==> config.mk <==
export PLATFORM = sky130hd
export DESIGN_NAME = phase_sweep_ctrl_flat
export DESIGN_NICKNAME = d
export VERILOG_FILES = /design/src/rtl/phase_sweep_pkg.sv /design/src/rtl/phase_sweep_ctrl_if.sv /design/src/rtl/phase_sweep_regs.sv /design/src/rtl/phase_sweep_ctrl.sv /design/src/flat_wrapper.sv
export SDC_FILE = /design/constraint.sdc
export NUM_CORES = 1
export LEC_CHECK = 0
export CORE_ASPECT_RATIO = 1.1
export CORE_MARGIN = 8
export CORE_UTILIZATION = 34
export DETAILED_ROUTE_END_ITERATION = 12
export GPL_ROUTABILITY_DRIVEN = 0
export SLEW_MARGIN = 20
export SYNTH_ARGS = -nofsm -noshare
export SYNTH_HDL_FRONTEND = slang
export SYNTH_SLANG_ARGS = --single-unit
==> constraint.sdc <==
create_clock -name clk -period 8.6 [get_ports clk]
set_clock_uncertainty 0.05 [all_clocks]
set_input_delay 1.29 -clock clk [delete_from_list [all_inputs] [get_ports clk]]
set_output_delay 1.29 -clock clk [all_outputs]
set_load 0.005 [all_outputs]
### Register map, names as in the netlist

Other sequential cells in the stronger gray, the rest of the logic in the fainter gray.
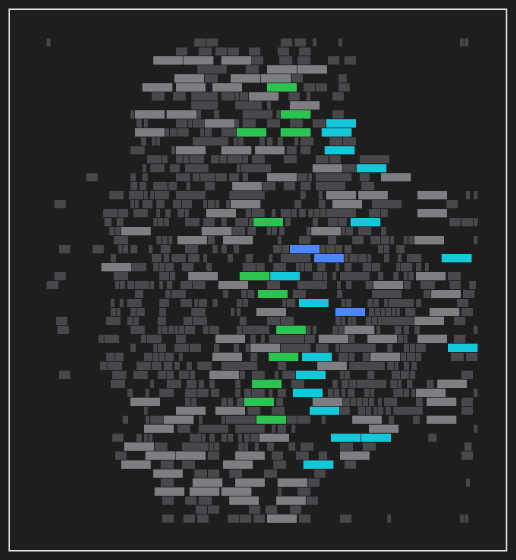
- cyan: u_core.u_regs.dwell (sequential cells 16)
- green: u_core.u_regs.start (sequential cells 12)
- blue: u_core.state (sequential cells 3)
- not colored: 86
fin util: 42.0%
register area: 2930 µm²
sequential share of cell area: 35.6%

### Placement density heat map

The die is cut into 15 by 16 equal tiles; black is low, pale yellow is high, 0 to 100% covered.
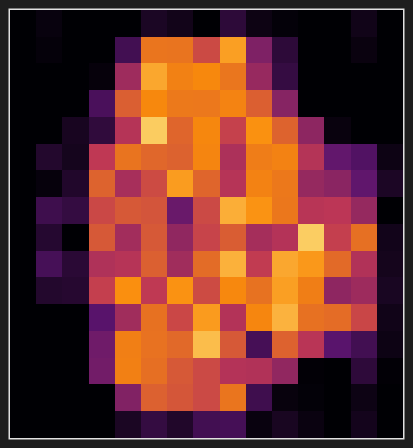
- emptiest ninth of the die: north-east
- densest ninth of the die: center
- nearly empty tiles: 29%
- mean over tiles: 32%
- tiles over 75% full: 7.1%
floorplan core density: 34.3%
core footprint: 19,600 µm²

==> results_dict.tcl <==
# flow metrics
set metrics [dict create \
    status "finished clean" \
    required_ps 8830 \
    worst-path-stages 19 \
    use_met1_pct 19.2 \
    dr_total_vias 5203 \
    critPathSlowestCell "nor3b_2" \
    holdPathStages 1 \
    synth.largest_area_cell "dfrtp_1" \
    drt_iter0_markers 451 \
    cts_tree "yes" \
    crit_family "AND-OR/OR-AND gates" \
    worstMarginPinSlew_ps 1080 \
    period_needed_ps 5100 \
    wl_per_cell_um 19.0 \
    htree_levels 4 \
    top_area_share_pct 43.5 \
    slew_headroom_pct 27.3 \
    antenna_found_initial 0 \
    ys_seq_share_pct 43.5 \
    die_w_um 150 \
    worst-path-max-fanout 8 \
    via_per_inst 5.29 \
    startpoint_type "flip-flop" \
    grt_max_degree 67 \
    clock_latency_ps 410 \
    area_growth_pct 22.4 \
    grt_pass1_vias 5313 \
    rsz0062_at_grt "no" \
    flop_cell "dfrtp_1" \
    power.leakage_uw 0.00363 \
    ys_cells 672 \
    finalClockPeriodUsage_pct 59.3 \
    holdCritPathClass "flip-flop to flip-flop" \
    common_cells "dfrtp_1 (117), o21ai_0 (64), mux2_2 (59)" \
    arrival_ps 5330 \
    async_reset_ff_share_pct 100 \
    route.detailed.drc 0 \
    busiest_layer "met2" \
    grt_usage_pct 15.5 \
    tns_ps 0 \
    yosys_area_um2 6730 \
    hold_buffers 0 \
    critPathBufInv 1 \
    cts_root_buffer "clkbuf_16" \
    warnings 43 \
    clk_path_buf_depth 2 \
    grt_pass1_wl_um 29500 \
    syn_inst 672 \
    finalSetupViolations 0 \
    dpl-instance-area_um2 7520 \
    wl_met2_um 9310 \
    ys_seq_elements 117 \
    clkSinkCount 117 \
    most_common_cell "dfrtp_1" \
    crit_path_end_kind "flip-flop" \
    timing.fmax_mhz 196 \
    area_leaders "dfrtp_1 (44%), mux2_2 (9.9%), ha_1 (7.1%)" \
    power-per-cell-area_nw_per_um2 327 \
    dr.pass1.iters 7 \
    fill_cells 1871 \
    synth_area_um2 6730 \
    drt-met1-wl_um 8160 \
    clk_pin_slew_worst_paths_ps 60 \
    synth_cell_types 61 \
    peakVddDrop_mv 0.119 \
    cts_post_setup_buffers_inserted 0 \
    rows 54 \
    dp.cells 952 \
    io_pins 97 \
    worst_hold_slack_ps 455 \
    grt-ovfl-total 0 \
    synth_area_per_cell_um2 10.0 \
    port_buffers 64 \
    final_antenna_net_count 0 \
    dp_hpwl_um 13800 \
    stdcell_count 984 \
    cts_made_buffers 17 \
    yosys_warnings 0 \
    cts.repair.resized 0 \
    finalNetCount 809 \
    fin_area_um2 8230 \
    max_stage_delay_ps 530 \
    finalMaxSlewViolations 0 \
    wl_met3_um 853 \
    maxCapViolCount 0 \
    chip_area_um2 24500 \
    hold_violations 0 \
    routed_wl_um 18700 \
    grt.met3_usage_pct 3.02 \
    edf_count 0 \
    drive_gt1_share_pct 15.0 \
    r2r_cells 19 \
    path_cells "nor3_1 > a31o_2 > ha_1 > fa_1 > a211oi_1 > nor3_1 > o21a_1 > o21a_1 > o21ai_0 > o31a_1 > ha_1 > a21o_1 > a21oi_1 > o21ai_0 > o31ai_1 > nor3b_2 > buf_4 > mux2i_1 > o221ai_1" \
    r2r_slack_ps 3500 \
    crit_type "flip-flop to flip-flop" \
    fp.dieH_um 164 \
    grtUsageMet2_pct 26.3 \
    topRoutingLayerUsed "met4" \
    n_antenna_cell 0 \
]
==> where the power goes <==
group / internal [µW] / leakage, µW / switching, µW
clock network: 604 / 0.000339 / 261
logic: 468 / 0.00180 / 513
registers: 685 / 0.00149 / 161
==> cell families after synthesis <==
family / synth area share (%)
AOI/OAI and AO/OA: 15.4
buffers and inverters: 5.80
DFF: 43.5
and+or+nand+nor: 12.3
other: 0.0558
adders and majority gates: 7.37
xor gates and xnor gates: 1.17
muxes: 14.4
==> layout by cell type (no fill, tap or decap), types with 3 or more instances in the layout <==
cell,instances
bufinv_16,8
mux2_2,59
nand4_1,4
nor3_1,12
nand2_1,30
xor2_1,4
mux4_2,5
xnor2_1,5
or3_1,8
clkdlybuf4s50_1,64
a221oi_1,5
nand3_1,15
nor2b_1,7
and3_1,6
dfrtp_1,117
clkbuf_1,3
a211oi_1,4
or2_2,3
or4_1,3
nor4_1,9
a21oi_1,49
o21ai_0,64
buf_4,8
ha_1,38
conb_1,16
inv_1,24
nand2b_1,4
clkbuf_16,17
a21o_1,6
o22ai_1,7
a22oi_1,8
o311ai_0,3
and2_1,3
mux2i_1,19
o21a_1,6
nor2_1,54
==> through the flow <==
step | total power, µW | worst slack, ps
after global placement | 1820 | 3580
final | 2690 | 3500
after floorplan | 1530 | 4160
after CTS | 2710 | 3570
after detailed placement | 1830 | 3590
after global routing | 2860 | 3210
==> cell type report <==
class	instances	area, µm²	share of cell area [%]
clock buffers	20	437	5.30
clock inverters	12	274	3.33
inverters	26	100	1.22
multi-input cells	485	3480	42.3
flip-flops and latches	117	2930	35.6
well taps	252	315	3.83
repair buffers	72	701	8.51
Power is estimated from default activity; no workload was simulated.
